==> images/cell_classes.png <==
Drawn at 1 px/um.
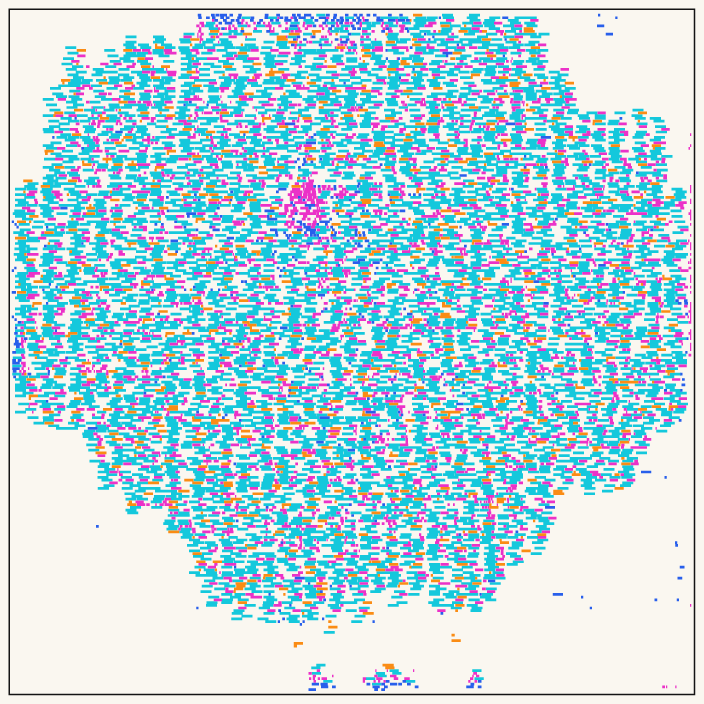
==> images/density.png <==
Drawn at 0.5 px/um. 34 x 34 tiles, from black (low) to pale yellow (high), 0 to 100% covered.
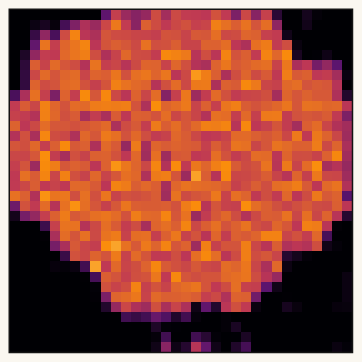
==> images/final_clocks.png <==
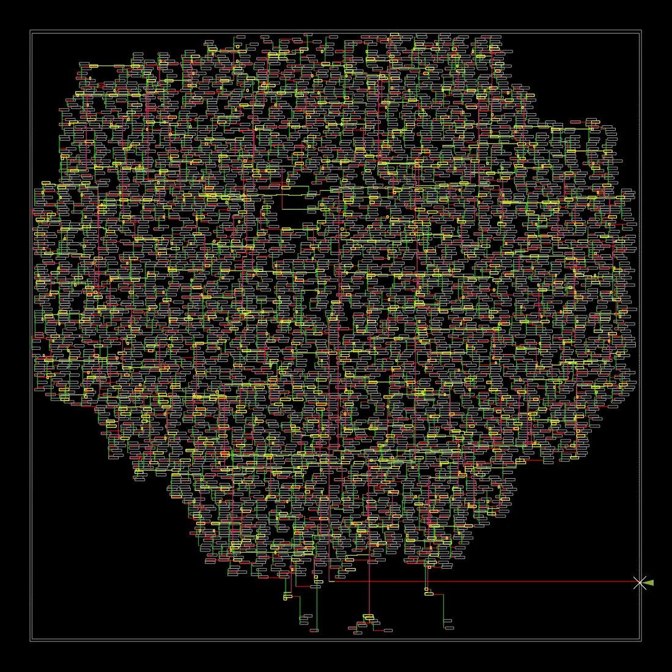
==> images/pins.png <==
Drawn at 0.5 px/um. Pins as bars across the die edge, other pins in grey.
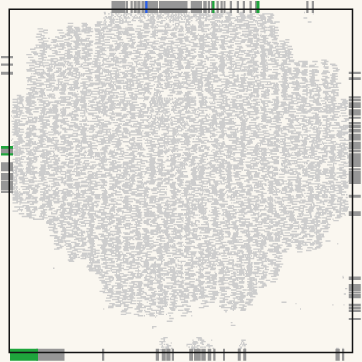
==> images/metal_stack.png <==
Drawn at 1 px/um.
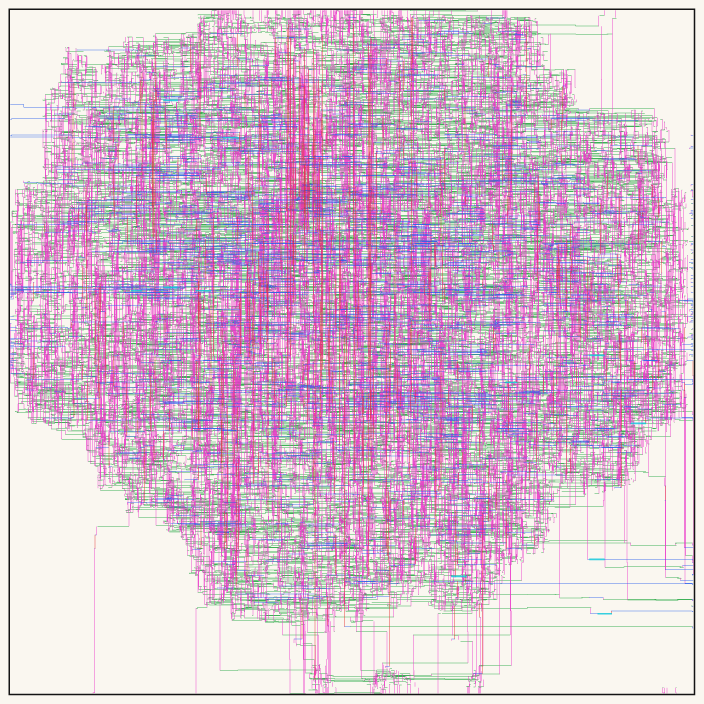
===== config.mk =====
export PLATFORM = sky130hd
export DESIGN_NAME = vlc_output_scheduler_flat
export DESIGN_NICKNAME = d
export VERILOG_FILES = /design/src/rtl/vlc_output_scheduler_pkg.sv /design/src/rtl/vlc_output_scheduler_if.sv /design/src/rtl/vlc_output_scheduler_sync_fifo.sv /design/src/rtl/vlc_output_scheduler.sv /design/src/flat_wrapper.sv
export SDC_FILE = /design/constraint.sdc
export NUM_CORES = 2
export LEC_CHECK = 0
export CAP_MARGIN = 30
export CORE_MARGIN = 2
export CORE_UTILIZATION = 39
export DETAILED_ROUTE_END_ITERATION = 8
export HOLD_SLACK_MARGIN = 0.08
export PLACE_DENSITY = 0.56
export RECOVER_POWER = 25
export SLEW_MARGIN = 20
export SYNTH_ARGS = -nofsm -noshare
export SYNTH_HDL_FRONTEND = slang
export SYNTH_HIERARCHICAL = 1
export SYNTH_MEMORY_MAX_BITS = 65536
export SYNTH_SLANG_ARGS = --single-unit

===== constraint.sdc =====
create_clock -name clock -period 11.1 [get_ports clock]
set_clock_uncertainty 0.05 [all_clocks]
set_input_delay 1.665 -clock clock [delete_from_list [all_inputs] [get_ports clock]]
set_output_delay 1.665 -clock clock [all_outputs]
set_load 0.02 [all_outputs]

===== src/rtl/vlc_output_scheduler_pkg.sv =====
// Shared types and constants for the VLC output scheduler: codeword and size
// widths, the FIFO entry layout and the slice phase enum.
package vlc_pkg;

   localparam int CODE_W  = 64;
   localparam int SIZE_W  = 7;
   localparam int ENTRY_W = CODE_W + SIZE_W;

   typedef enum logic {
      DC_PHASE = 1'b0,
      AC_PHASE = 1'b1
   } state_t;

   typedef struct packed {
      logic [CODE_W-1:0] val;
      logic [SIZE_W-1:0] size;
   } entry_t;

   // Codeword lengths travel as 7 bits internally and leave zero-extended.
   function automatic logic [CODE_W-1:0] size_extend(input logic [SIZE_W-1:0] size);
      return {{(CODE_W - SIZE_W){1'b0}}, size};
   endfunction

endpackage


===== src/rtl/vlc_output_scheduler_if.sv =====
// Bundle of the DC/AC VLC input streams and the codeword stream to the bit packer.
// The scheduler takes the slave view; the VLC stages and packer form the master view.
interface vlc_output_scheduler_if;
   import vlc_pkg::*;

   logic              dc_enable;
   logic [CODE_W-1:0] dc_val;
   logic [CODE_W-1:0] dc_size_of_bit;
   logic              dc_flush;
   logic              ac_enable;
   logic [CODE_W-1:0] ac_val;
   logic [CODE_W-1:0] ac_size_of_bit;
   logic              ac_flush;
   logic              output_enable;
   logic [CODE_W-1:0] val;
   logic [CODE_W-1:0] size_of_bit;
   logic              flush_bit;
   logic              overflow;
   logic              seq_error;

   modport slave (
      input  dc_enable, dc_val, dc_size_of_bit, dc_flush,
      input  ac_enable, ac_val, ac_size_of_bit, ac_flush,
      output output_enable, val, size_of_bit, flush_bit, overflow, seq_error
   );

   modport master (
      output dc_enable, dc_val, dc_size_of_bit, dc_flush,
      output ac_enable, ac_val, ac_size_of_bit, ac_flush,
      input  output_enable, val, size_of_bit, flush_bit, overflow, seq_error
   );

endinterface


===== src/rtl/vlc_output_scheduler_sync_fifo.sv =====
// Synchronous FIFO holding AC codewords while the DC section is open.
// Pointers carry one extra wrap bit so full and empty are distinguishable;
// read data is registered and updates only on an accepted pop.
module vlc_sync_fifo #(
   parameter int DEPTH = 64,
   parameter int WIDTH = 71
) (
   input  logic             clock,
   input  logic             reset_n,
   input  logic             push,
   input  logic [WIDTH-1:0] wr_data,
   input  logic             pop,
   output logic [WIDTH-1:0] rd_data,
   output logic             full,
   output logic             empty
);

   localparam int AW = $clog2(DEPTH);

   logic [AW:0]      wr_ptr_r;
   logic [AW:0]      rd_ptr_r;
   logic [WIDTH-1:0] mem_r [DEPTH];
   logic             wr_ok_s;
   logic             rd_ok_s;

   assign empty = (wr_ptr_r == rd_ptr_r);
   assign full  = (wr_ptr_r[AW] != rd_ptr_r[AW]) &&
                  (wr_ptr_r[AW-1:0] == rd_ptr_r[AW-1:0]);

   // A full FIFO still takes a write when the head leaves in the same cycle.
   assign wr_ok_s = push && (!full || pop);
   assign rd_ok_s = pop && !empty;

   // Advance the write and read pointers on accepted transfers.
   always_ff @(posedge clock or negedge reset_n) begin
      if (!reset_n) begin
         wr_ptr_r <= '0;
         rd_ptr_r <= '0;
      end else begin
         if (wr_ok_s) begin
            wr_ptr_r <= wr_ptr_r + (AW + 1)'(1);
         end
         if (rd_ok_s) begin
            rd_ptr_r <= rd_ptr_r + (AW + 1)'(1);
         end
      end
   end

   // Storage array; contents need no reset because the pointers gate validity.
   always_ff @(posedge clock) begin
      if (wr_ok_s) begin
         mem_r[wr_ptr_r[AW-1:0]] <= wr_data;
      end
   end

   // Register the head entry as it is popped.
   always_ff @(posedge clock or negedge reset_n) begin
      if (!reset_n) begin
         rd_data <= '0;
      end else if (rd_ok_s) begin
         rd_data <= mem_r[rd_ptr_r[AW-1:0]];
      end
   end

endmodule


===== src/rtl/vlc_output_scheduler.sv =====
// Merges the DC and AC VLC streams of a slice into one codeword stream:
// DC words pass straight through, AC words are buffered until the DC section
// closes and then drained one per cycle, and a flush pulse ends the slice.
module vlc_output_scheduler
   import vlc_pkg::*;
#(
   parameter int FIFO_DEPTH = 64
) (
   input logic                   clock,
   input logic                   reset_n,
   vlc_output_scheduler_if.slave bus
);

   state_t            state_r;
   state_t            state_next_s;
   logic              ac_done_r;
   logic              pop_valid_r;
   logic              fifo_full_s;
   logic              fifo_empty_s;
   logic              pop_s;
   logic              push_s;
   logic              drop_s;
   logic              dc_fwd_s;
   logic              seq_err_s;
   logic              end_slice_s;
   entry_t            wr_entry_s;
   logic [ENTRY_W-1:0] rd_bits_s;
   entry_t            rd_entry_s;
   logic              oe_next_s;
   logic [CODE_W-1:0] val_next_s;
   logic [CODE_W-1:0] size_next_s;
   logic              flush_next_s;
   logic              unused_size_bits;

   // Only the low 7 size bits are meaningful; the rest are deliberately ignored.
   assign unused_size_bits = ^{bus.dc_size_of_bit[CODE_W-1:SIZE_W],
                               bus.ac_size_of_bit[CODE_W-1:SIZE_W]};

   assign push_s      = bus.ac_enable;
   assign pop_s       = (state_r == AC_PHASE) && !fifo_empty_s;
   assign drop_s      = push_s && fifo_full_s && !pop_s;
   assign dc_fwd_s    = (state_r == DC_PHASE) && bus.dc_enable;
   assign seq_err_s   = (state_r == AC_PHASE) && (bus.dc_enable || bus.dc_flush);
   // Slice ends only once nothing is buffered, in flight to the outputs, or arriving.
   assign end_slice_s = (state_r == AC_PHASE) && ac_done_r && fifo_empty_s &&
                        !pop_valid_r && !push_s;

   assign wr_entry_s.val  = bus.ac_val;
   assign wr_entry_s.size = bus.ac_size_of_bit[SIZE_W-1:0];
   assign rd_entry_s      = entry_t'(rd_bits_s);

   vlc_sync_fifo #(
      .DEPTH (FIFO_DEPTH),
      .WIDTH (ENTRY_W)
   ) u_fifo (
      .clock   (clock),
      .reset_n (reset_n),
      .push    (push_s),
      .wr_data (wr_entry_s),
      .pop     (pop_s),
      .rd_data (rd_bits_s),
      .full    (fifo_full_s),
      .empty   (fifo_empty_s)
   );

   // Phase sequencing: dc_flush opens the AC section, end of slice closes it.
   always_comb begin
      state_next_s = state_r;
      case (state_r)
         DC_PHASE: begin
            if (bus.dc_flush) begin
               state_next_s = AC_PHASE;
            end else begin
               state_next_s = DC_PHASE;
            end
         end
         AC_PHASE: begin
            if (end_slice_s) begin
               state_next_s = DC_PHASE;
            end else begin
               state_next_s = AC_PHASE;
            end
         end
         default: begin
            state_next_s = DC_PHASE;
         end
      endcase
   end

   // Select next output word: flush pulse, drained AC word, forwarded DC word, or zeros.
   always_comb begin
      oe_next_s    = 1'b0;
      val_next_s   = '0;
      size_next_s  = '0;
      flush_next_s = 1'b0;
      if (end_slice_s) begin
         flush_next_s = 1'b1;
      end else if (pop_valid_r) begin
         oe_next_s   = 1'b1;
         val_next_s  = rd_entry_s.val;
         size_next_s = size_extend(rd_entry_s.size);
      end else if (dc_fwd_s) begin
         oe_next_s   = 1'b1;
         val_next_s  = bus.dc_val;
         size_next_s = size_extend(bus.dc_size_of_bit[SIZE_W-1:0]);
      end else begin
         oe_next_s = 1'b0;
      end
   end

   // Control state: phase, sticky AC-done flag and the pop-in-flight marker.
   always_ff @(posedge clock or negedge reset_n) begin
      if (!reset_n) begin
         state_r     <= DC_PHASE;
         ac_done_r   <= 1'b0;
         pop_valid_r <= 1'b0;
      end else begin
         state_r     <= state_next_s;
         pop_valid_r <= pop_s;
         if (bus.ac_flush) begin
            ac_done_r <= 1'b1;
         end else if (end_slice_s) begin
            ac_done_r <= 1'b0;
         end
      end
   end

   // Registered outputs to the bit packer plus the sticky error flags.
   always_ff @(posedge clock or negedge reset_n) begin
      if (!reset_n) begin
         bus.output_enable <= 1'b0;
         bus.val           <= '0;
         bus.size_of_bit   <= '0;
         bus.flush_bit     <= 1'b0;
         bus.overflow      <= 1'b0;
         bus.seq_error     <= 1'b0;
      end else begin
         bus.output_enable <= oe_next_s;
         bus.val           <= val_next_s;
         bus.size_of_bit   <= size_next_s;
         bus.flush_bit     <= flush_next_s;
         bus.overflow      <= bus.overflow | drop_s;
         bus.seq_error     <= bus.seq_error | seq_err_s;
      end
   end

endmodule

===== src/flat_wrapper.sv =====
// flat-port wrapper written by rule: the top's interface ports become plain ports
module vlc_output_scheduler_flat import vlc_pkg::*;
#(
   parameter int FIFO_DEPTH = 64
)
  (clock, reset_n, bus_dc_enable, bus_dc_val, bus_dc_size_of_bit, bus_dc_flush, bus_ac_enable, bus_ac_val, bus_ac_size_of_bit, bus_ac_flush, bus_output_enable, bus_val, bus_size_of_bit, bus_flush_bit, bus_overflow, bus_seq_error);
  vlc_output_scheduler_if bus_i ();
  input logic clock;
  input logic reset_n;
  input wire logic [$bits(bus_i.dc_enable)-1:0] bus_dc_enable;
  input wire logic [$bits(bus_i.dc_val)-1:0] bus_dc_val;
  input wire logic [$bits(bus_i.dc_size_of_bit)-1:0] bus_dc_size_of_bit;
  input wire logic [$bits(bus_i.dc_flush)-1:0] bus_dc_flush;
  input wire logic [$bits(bus_i.ac_enable)-1:0] bus_ac_enable;
  input wire logic [$bits(bus_i.ac_val)-1:0] bus_ac_val;
  input wire logic [$bits(bus_i.ac_size_of_bit)-1:0] bus_ac_size_of_bit;
  input wire logic [$bits(bus_i.ac_flush)-1:0] bus_ac_flush;
  output wire logic [$bits(bus_i.output_enable)-1:0] bus_output_enable;
  output wire logic [$bits(bus_i.val)-1:0] bus_val;
  output wire logic [$bits(bus_i.size_of_bit)-1:0] bus_size_of_bit;
  output wire logic [$bits(bus_i.flush_bit)-1:0] bus_flush_bit;
  output wire logic [$bits(bus_i.overflow)-1:0] bus_overflow;
  output wire logic [$bits(bus_i.seq_error)-1:0] bus_seq_error;
  assign bus_i.dc_enable = bus_dc_enable;
  assign bus_i.dc_val = bus_dc_val;
  assign bus_i.dc_size_of_bit = bus_dc_size_of_bit;
  assign bus_i.dc_flush = bus_dc_flush;
  assign bus_i.ac_enable = bus_ac_enable;
  assign bus_i.ac_val = bus_ac_val;
  assign bus_i.ac_size_of_bit = bus_ac_size_of_bit;
  assign bus_i.ac_flush = bus_ac_flush;
  assign bus_output_enable = bus_i.output_enable;
  assign bus_val = bus_i.val;
  assign bus_size_of_bit = bus_i.size_of_bit;
  assign bus_flush_bit = bus_i.flush_bit;
  assign bus_overflow = bus_i.overflow;
  assign bus_seq_error = bus_i.seq_error;
  vlc_output_scheduler #(.FIFO_DEPTH(FIFO_DEPTH)) u_core (.clock(clock), .reset_n(reset_n), .bus(bus_i));
endmodule

==> COMMIT_EDITMSG <==
Log flow metrics for this revision

* Number of pins with negative max-slew slack in the final report: 2647
- In the synthesized netlist the dominant register cell turns out to be sky130_fd_sc_hd__edfxtp_1.
* Crit-path max FO: a little over 80
* Placed wire-length estimate: about 290 mm
- Per-cell routed wire length: 34.23 um
* DRC violation count after routing: 2
* NonClk Buf Share: 2.297%
- Post-layout min period: 5751 ps
- Stages on worst setup path: 8
- Number of hold violations in the final report: 0
- CTS root buffer: sky130_fd_sc_hd__clkbuf_16
- The fraction of cell area in multi-input combinational cells is reported as a little under a fifth.
- Worst Setup SP: u_core/u_fifo/rd_ptr_r[0]
- Biggest combinational cell group after synthesis: multiplexers
- Cell seen most often among critical-path stages: sky130_fd_sc_hd__buf_4
* Count of input and output buffers: 222
- Global routing consumed, on the met3 layer, 3.604% of the routing resources.
- In this run the horizontal extent of the chip is 683.7 um.
* Number of OpenROAD warnings: around 160
* Buffers inserted by post-CTS timing repair: 0
- Per the OpenROAD floorplan log, the height of the die is around 680 um.
- Violations in the final reports: DRC, capacitance limit, slew limit
- The synthesized netlist devotes less than 1% of its cell area to adder and majority cells.
- Highest Clock Rate: 173.9 MHz
- CTS max path bufs: 4
- The net count of the finished layout is 9103.
* Number of filler cells placed in the layout: 38600
* Sequential logic power: approximately 21 mW
- Maximum ir drop on the vdd rail: slightly below 0.0002 V
* Reported clock group power: 16.3 mW
- Critical path endpoint category: register
* Maxcap violations: 48
- Capture point of the worst path: u_core/u_fifo/rd_data[49]
* Post-DR vias/cell: a little under 6
- For this design the top-level I/O count stands at 394.
- Terminus of the critical flop-to-flop path: u_core/u_fifo/rd_data[49]
- Summed over all routing layers, the global router reports a total usage of 22.10%.
- Result of the run: finished, violations left
- Gp weighted congestion: 0.7988
- Final non-filler cell total: 15420
Back to the opening pictures, cell_classes.png:
other buffers and delay cells -> blue  # cells 541
all other logic -> magenta  # cells 3113
clock drivers and dummy loads -> orange  # cells 894
flip-flops -> cyan  # cells 4707
sequential share of cell area: 68.11%
total non-filler cell area in the finished layout: 206400 sq um
final standard cell utilization of the core: 44.88%
standard cell core area: 459800 sq um

Back to the opening pictures, density.png:
fullest tile = 80%
nearly empty tiles = 23%
mean over tiles = 43%
tiles over 75% full = 1.1%
floorplan-stage core utilization: 39.18%

Back to the opening pictures, final_clocks.png:
count of flip-flops and latches: 4707
TritonCTS buffer count: 476
clock buffer count in the final layout: 635
source-to-sink clock delay at the later pin of the worst-skew pair: 1110 ps
number of clock sinks: 4707

Back to the opening pictures, pins.png:
bus_ac_enable -> blue  # pins 1, direction input, edge top
bus_ac_size_of_bit -> green  # pins 64, direction input, edge 57 bottom, 4 top, 3 left
all pins by edge = 156 bottom, 119 top, 79 right, 40 left

Back to the opening pictures, metal_stack.png:
met2 -> magenta  # wire length 254 mm
met4 -> red  # wire length 17900 um
met5 -> cyan  # wire length 141 um
met3 -> blue  # wire length 43.0 mm
met1 -> green  # wire length 213 mm

No activity file was given, so power comes from the tool's default toggle rates.
